===== config.mk =====
export PLATFORM = sky130hd
export DESIGN_NAME = vote_session_ctrl_flat
export DESIGN_NICKNAME = d
export VERILOG_FILES = /design/src/rtl/vote_session_ctrl_pkg.sv /design/src/rtl/vote_session_ctrl_if.sv /design/src/rtl/vote_tally.sv /design/src/rtl/vote_session_ctrl.sv /design/src/flat_wrapper.sv
export SDC_FILE = /design/constraint.sdc
export NUM_CORES = 1
export LEC_CHECK = 0
export ABC_CLOCK_PERIOD_IN_PS = 6300
export CAP_MARGIN = 20
export CORE_MARGIN = 1.5
export CORE_UTILIZATION = 40
export DETAILED_ROUTE_END_ITERATION = 12
export GPL_ROUTABILITY_DRIVEN = 0
export HOLD_SLACK_MARGIN = 0.15
export SKIP_CTS_REPAIR_TIMING = 1
export SYNTH_ARGS = -nofsm -noshare
export SYNTH_HDL_FRONTEND = slang
export SYNTH_SLANG_ARGS = --single-unit
export TNS_END_PERCENT = 50

===== constraint.sdc =====
create_clock -name clk -period 6.3 [get_ports clk]
set_clock_uncertainty 0.2 [all_clocks]
set_input_delay 1.26 -clock clk [delete_from_list [all_inputs] [get_ports clk]]
set_output_delay 1.26 -clock clk [all_outputs]
set_load 0.05 [all_outputs]

===== src/rtl/vote_session_ctrl_pkg.sv =====
// vote_session_ctrl_pkg: shared defaults and FSM state encoding for the voting session controller
package vote_session_ctrl_pkg;
  localparam int N_VOTERS_DEF = 7;
  localparam int TIMEOUT_DEF = 16;
  typedef enum logic [1:0] {
    ST_IDLE  = 2'd0,
    ST_OPEN  = 2'd1,
    ST_TALLY = 2'd2,
    ST_DONE  = 2'd3
  } state_e;
endpackage


===== src/rtl/vote_session_ctrl_if.sv =====
// vote_session_ctrl_if: session control, ballot handshake and result bundle
interface vote_session_ctrl_if #(
  parameter int N_VOTERS = vote_session_ctrl_pkg::N_VOTERS_DEF,
  parameter int CNT_W = $clog2(N_VOTERS + 1)
);
  logic                start;
  logic                abort;
  logic [N_VOTERS-1:0] vote_valid;
  logic [N_VOTERS-1:0] vote_val;
  logic [N_VOTERS-1:0] vote_ack;
  logic                voting_open;
  logic                busy;
  logic                result_valid;
  logic                result;
  logic [CNT_W-1:0]    yes_count;
  logic [CNT_W-1:0]    turnout;
  logic                timed_out;
  modport master (
    output start, abort, vote_valid, vote_val,
    input  vote_ack, voting_open, busy, result_valid, result, yes_count, turnout, timed_out
  );
  modport slave (
    input  start, abort, vote_valid, vote_val,
    output vote_ack, voting_open, busy, result_valid, result, yes_count, turnout, timed_out
  );
endinterface


===== src/rtl/vote_tally.sv =====
// vote_tally: counts yes ballots and turnout, flags a strict majority of the whole electorate
module vote_tally #(
  parameter int N_VOTERS = 7,
  parameter int CNT_W = $clog2(N_VOTERS + 1)
) (
  input  logic [N_VOTERS-1:0] ballot_i,
  input  logic [N_VOTERS-1:0] voted_i,
  output logic [CNT_W-1:0]    yes_count_o,
  output logic [CNT_W-1:0]    turnout_o,
  output logic                majority_o
);
  always_comb begin
    yes_count_o = '0;
    turnout_o = '0;
    for (int i = 0; i < N_VOTERS; i++) begin
      yes_count_o = yes_count_o + CNT_W'(ballot_i[i] & voted_i[i]);
      turnout_o = turnout_o + CNT_W'(voted_i[i]);
    end
  end
  assign majority_o = int'(yes_count_o) > N_VOTERS / 2;
endmodule


===== src/rtl/vote_session_ctrl.sv =====
// vote_session_ctrl: opens a ballot window, collects one ballot per voter, tallies and publishes the verdict
module vote_session_ctrl
  import vote_session_ctrl_pkg::*;
#(
  parameter int N_VOTERS = N_VOTERS_DEF,
  parameter int TIMEOUT = TIMEOUT_DEF,
  parameter int CNT_W = $clog2(N_VOTERS + 1),
  parameter int TMR_W = $clog2(TIMEOUT + 1)
) (
  input logic clk,
  input logic rst_n,
  vote_session_ctrl_if.slave bus
);
  state_e              state_q, state_d;
  logic [N_VOTERS-1:0] voted_q, voted_d, ballot_q, ballot_d, ack;
  logic [TMR_W-1:0]    timer_q, timer_d;
  logic [CNT_W-1:0]    yes_q, yes_d, turnout_q, turnout_d, tally_yes, tally_turnout;
  logic                result_q, result_d, timed_out_q, timed_out_d, tally_maj;

  vote_tally #(.N_VOTERS(N_VOTERS), .CNT_W(CNT_W)) u_tally (
    .ballot_i    (ballot_q),
    .voted_i     (voted_q),
    .yes_count_o (tally_yes),
    .turnout_o   (tally_turnout),
    .majority_o  (tally_maj)
  );

  assign ack = state_q == ST_OPEN ? bus.vote_valid & ~voted_q : '0;

  always_comb begin
    state_d = state_q;
    voted_d = voted_q;
    ballot_d = ballot_q;
    timer_d = timer_q;
    result_d = result_q;
    yes_d = yes_q;
    turnout_d = turnout_q;
    timed_out_d = timed_out_q;
    if (bus.abort) begin
      state_d = ST_IDLE;
      voted_d = '0;
    end else begin
      case (state_q)
        ST_IDLE: if (bus.start) begin
          state_d = ST_OPEN;
          voted_d = '0;
          ballot_d = '0;
          timer_d = TMR_W'(TIMEOUT);
          result_d = 1'b0;
          yes_d = '0;
          turnout_d = '0;
          timed_out_d = 1'b0;
        end
        ST_OPEN: begin
          voted_d = voted_q | ack;
          ballot_d = (ballot_q & ~ack) | (bus.vote_val & ack);
          timer_d = timer_q - 1'b1;
          state_d = (&(voted_q | ack) || timer_q == TMR_W'(1)) ? ST_TALLY : ST_OPEN;
        end
        ST_TALLY: begin
          state_d = ST_DONE;
          yes_d = tally_yes;
          turnout_d = tally_turnout;
          result_d = tally_maj;
          timed_out_d = ~&voted_q;
        end
        default: state_d = ST_IDLE;
      endcase
    end
  end

  always_ff @(posedge clk or negedge rst_n) begin
    if (!rst_n) begin
      state_q <= ST_IDLE;
      voted_q <= '0;
      ballot_q <= '0;
      timer_q <= '0;
      result_q <= 1'b0;
      yes_q <= '0;
      turnout_q <= '0;
      timed_out_q <= 1'b0;
    end else begin
      state_q <= state_d;
      voted_q <= voted_d;
      ballot_q <= ballot_d;
      timer_q <= timer_d;
      result_q <= result_d;
      yes_q <= yes_d;
      turnout_q <= turnout_d;
      timed_out_q <= timed_out_d;
    end
  end

  assign bus.vote_ack = ack;
  assign bus.voting_open = state_q == ST_OPEN;
  assign bus.busy = state_q != ST_IDLE;
  assign bus.result_valid = state_q == ST_DONE && !bus.abort;
  assign bus.result = result_q;
  assign bus.yes_count = yes_q;
  assign bus.turnout = turnout_q;
  assign bus.timed_out = timed_out_q;
endmodule

===== src/flat_wrapper.sv =====
// flat-port wrapper written by rule: the top's interface ports become plain ports
module vote_session_ctrl_flat import vote_session_ctrl_pkg::*;
#(
  parameter int N_VOTERS = N_VOTERS_DEF,
  parameter int TIMEOUT = TIMEOUT_DEF,
  parameter int CNT_W = $clog2(N_VOTERS + 1),
  parameter int TMR_W = $clog2(TIMEOUT + 1)
)
  (clk, rst_n, bus_start, bus_abort, bus_vote_valid, bus_vote_val, bus_vote_ack, bus_voting_open, bus_busy, bus_result_valid, bus_result, bus_yes_count, bus_turnout, bus_timed_out);
  vote_session_ctrl_if #(.N_VOTERS(N_VOTERS), .CNT_W(CNT_W)) bus_i ();
  input logic clk;
  input logic rst_n;
  input wire logic [$bits(bus_i.start)-1:0] bus_start;
  input wire logic [$bits(bus_i.abort)-1:0] bus_abort;
  input wire logic [$bits(bus_i.vote_valid)-1:0] bus_vote_valid;
  input wire logic [$bits(bus_i.vote_val)-1:0] bus_vote_val;
  output wire logic [$bits(bus_i.vote_ack)-1:0] bus_vote_ack;
  output wire logic [$bits(bus_i.voting_open)-1:0] bus_voting_open;
  output wire logic [$bits(bus_i.busy)-1:0] bus_busy;
  output wire logic [$bits(bus_i.result_valid)-1:0] bus_result_valid;
  output wire logic [$bits(bus_i.result)-1:0] bus_result;
  output wire logic [$bits(bus_i.yes_count)-1:0] bus_yes_count;
  output wire logic [$bits(bus_i.turnout)-1:0] bus_turnout;
  output wire logic [$bits(bus_i.timed_out)-1:0] bus_timed_out;
  assign bus_i.start = bus_start;
  assign bus_i.abort = bus_abort;
  assign bus_i.vote_valid = bus_vote_valid;
  assign bus_i.vote_val = bus_vote_val;
  assign bus_vote_ack = bus_i.vote_ack;
  assign bus_voting_open = bus_i.voting_open;
  assign bus_busy = bus_i.busy;
  assign bus_result_valid = bus_i.result_valid;
  assign bus_result = bus_i.result;
  assign bus_yes_count = bus_i.yes_count;
  assign bus_turnout = bus_i.turnout;
  assign bus_timed_out = bus_i.timed_out;
  vote_session_ctrl #(.N_VOTERS(N_VOTERS), .TIMEOUT(TIMEOUT), .CNT_W(CNT_W), .TMR_W(TMR_W)) u_core (.clk(clk), .rst_n(rst_n), .bus(bus_i));
endmodule

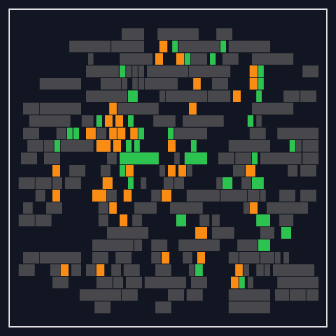
Figure 1: logic cells by family.
Key: nand cells = green [cells 34]; aoi and oai cells = orange [cells 38]

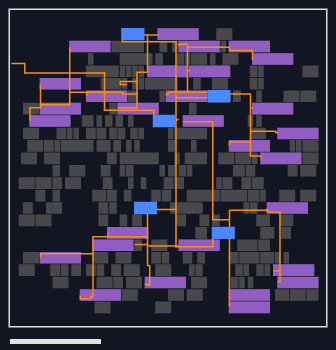
Figure 2: clock wires, drivers and flops.
The bar under the picture is 20 µm long.
Key: clock wires = orange [length 437 µm]; flip-flops = purple [count 29]; clock-net drivers = blue [count 5]
Position of the flops: all over the die.

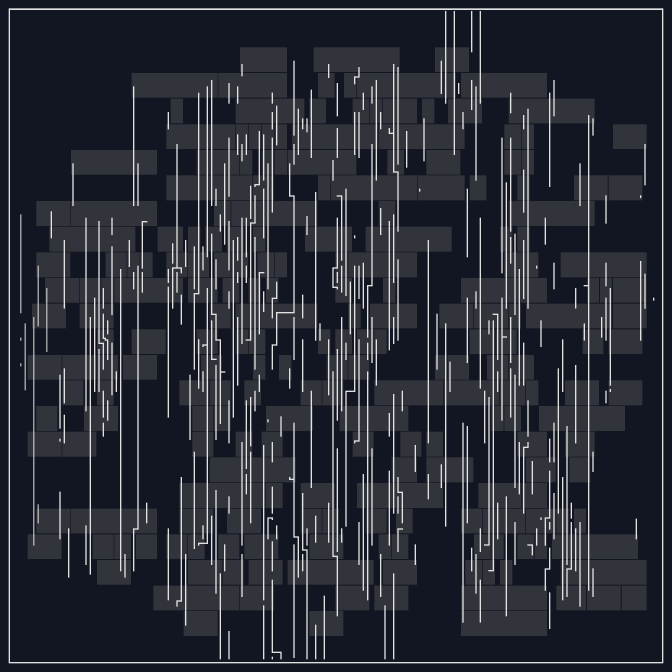
Figure 3: metal 2.
217 nets have wire on it. The layer carries 2060 µm of wire. The layer holds 50% of the routed length. The wires run mostly vertical. The longest straight run is 50.3 µm.

==> flow_summary.toml <==
# synthesis and place-and-route metrics
[synthesis]
synth.distinct_cells = 38
yosysSeqAreaShare_pct = 41.4
yosys-stat-cells = 183

[setup_path]
critPathSlowestCell = "clkdlybuf4s50_1"

[floorplan]
design.portCount = 36
initial_utilization_pct = 42.6
die.size.y_um = 69.2

[clock_network]
clock-root-buffer = "clkbuf_8"
clock_insertion_delay_worst_skew_ps = 280
tritoncts.num_buffers = 5
clock_sinks = 29

[global_routing]
grt_max_degree = 30
grt_usage_pct = 19.3
antenna_violations_before_repair = 0

[cells_and_area]
lay_top_count = "clkdlybuf4s50_1"

[sta]
period_used_pct = 71.1
worst_pin_slew_ps = 684
setup_tns_ps = 0

[power]
peakVddDrop_mv = 0.0838

[route]
firstDrtPassIters = 4
drt_iter0_drc = 33
vias_per_cell = 5.31
number_of_drc_violations_after_detailed_routing = 0

[run_status]
run_status = "finished clean"
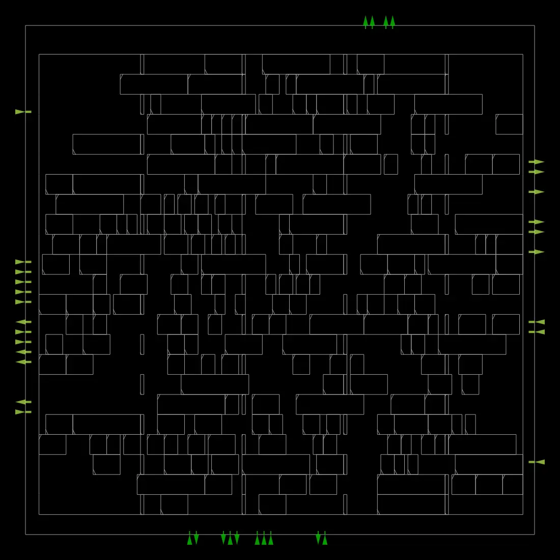
Figure 4: cell outlines without signal wires.
Core Area: 4120 µm²
sequential cell count of the final layout: 29
number of filler cells placed in the layout: 391

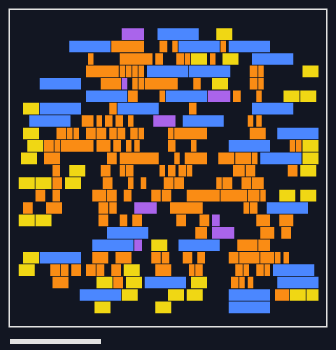
Figure 5: placement by cell class.
The bar under the picture is 20 µm long.
Key: registers = blue [cells 29]; remaining buffers and delay cells = yellow [cells 36]; clock drivers and dummy loads = purple [cells 8]; remaining logic cells = orange [cells 149]
Seq area share: 32.6%
Finished Core Util: 54.1%
post-layout instance area: 2230 µm²

==> logic make-up (layout without fill, tap and decap cells) <==
logic type	count (synthesis)	after routing	synth area share, %
AND/OR/NAND/NOR	76	76	24.8
buffers and inverters	17	56	4.35
XOR/XNOR	3	3	1.50
flip-flops	29	29	41.4
adder cells (fa/ha/maj)	11	11	11.3
AND-OR/OR-AND	47	47	16.7
==> cells in the mapped netlist (all sizes together) <==
| master | instances | area, µm² |
|---|---|---|
| a21o | 1 | 7.51 |
| a21oi | 10 | 57.6 |
| a31oi | 1 | 6.26 |
| a32o | 8 | 80.1 |
| and2 | 10 | 62.6 |
| and2b | 1 | 7.51 |
| and3b | 1 | 8.76 |
| buf | 2 | 16.3 |
| clkbuf | 3 | 12.5 |
| dfrtp | 29 | 726 |
| fa | 8 | 160 |
| ha | 3 | 37.5 |
| inv | 12 | 47.6 |
| nand2 | 24 | 90.1 |
| nand2b | 4 | 32.5 |
| nand3 | 1 | 5.00 |
| nand3b | 2 | 15.0 |
| nand4 | 1 | 6.26 |
| nand4b | 2 | 32.5 |
| nor2 | 11 | 41.3 |
| nor2b | 12 | 75.1 |
| nor3 | 3 | 31.3 |
| o21ai | 23 | 115 |
| o22ai | 3 | 18.8 |
| o31ai | 1 | 7.51 |
| or2 | 2 | 12.5 |
| or2b | 1 | 7.51 |
| or3 | 1 | 6.26 |
| xnor2 | 1 | 8.76 |
| xor2 | 2 | 17.5 |
==> metrics by stage <==
step,setup WS [ps],total power (µW),cells,hold WS (ps),instance area (µm²)
final,1820,552,272,280,2230
after global routing,1740,590,272,300,2230
after CTS,1810,559,272,287,2230
after detailed placement,1810,407,264,272,2140
after global placement,1870,402,264,265,2140
after floorplan,2710,351,183,258,1750
==> state kept, by name, summed over array words and instances (netlist names) <==
register	cells
u_core.bus.result	1
u_core.bus.yes_count	3
u_core.bus.turnout	3
u_core.timer_q	5
u_core.voted_q	7
u_core.ballot_q	7
u_core.state_q	2
u_core.bus.timed_out	1
==> report_power, final <==
| part | switching [µW] | internal [µW] | leakage [µW] |
|---|---|---|---|
| clock | 73.9 | 76.4 | 0.0000450 |
| sequential | 27.1 | 210 | 0.000390 |
| combinational | 95.6 | 68.4 | 0.000484 |
==> worst paths after layout <==
kind / from / endpoint / slack, ps / depth (start not counted)
setup / recovery: bus_abort / bus_result_valid / 1820 / 3
hold / removal: u_core.bus.result / u_core.bus.result / 280 / 2
setup reg to reg: u_core.voted_q[0] / u_core.bus.yes_count[1] / 3180 / 8
hold reg to reg: u_core.bus.result / u_core.bus.result / 280 / 2
max in group asynchronous: rst_n / u_core.bus.turnout[1] / 4470 / 2
min in group asynchronous: rst_n / u_core.timer_q[2] / 1160 / 2
==> layout make-up <==
type | count | area share [%]
Multi-Input combinational cell | 137 | 42.7
Sequential cell | 29 | 32.6
Timing Repair Buffer | 36 | 16.1
Clock buffer | 6 | 3.26
Tap cell | 50 | 2.81
Inverter | 12 | 2.13
Clock inverter | 2 | 0.449
==> routing by layer <==
layer	routed length (µm)	part of all wire, %	track usage, %
met3	149	3.6	4.51
met2	2060	50	33.4
met4	53	1.3	6.32
met5	0	0	0
met1	1820	45	23.7
Power is estimated from default activity; no workload was simulated.
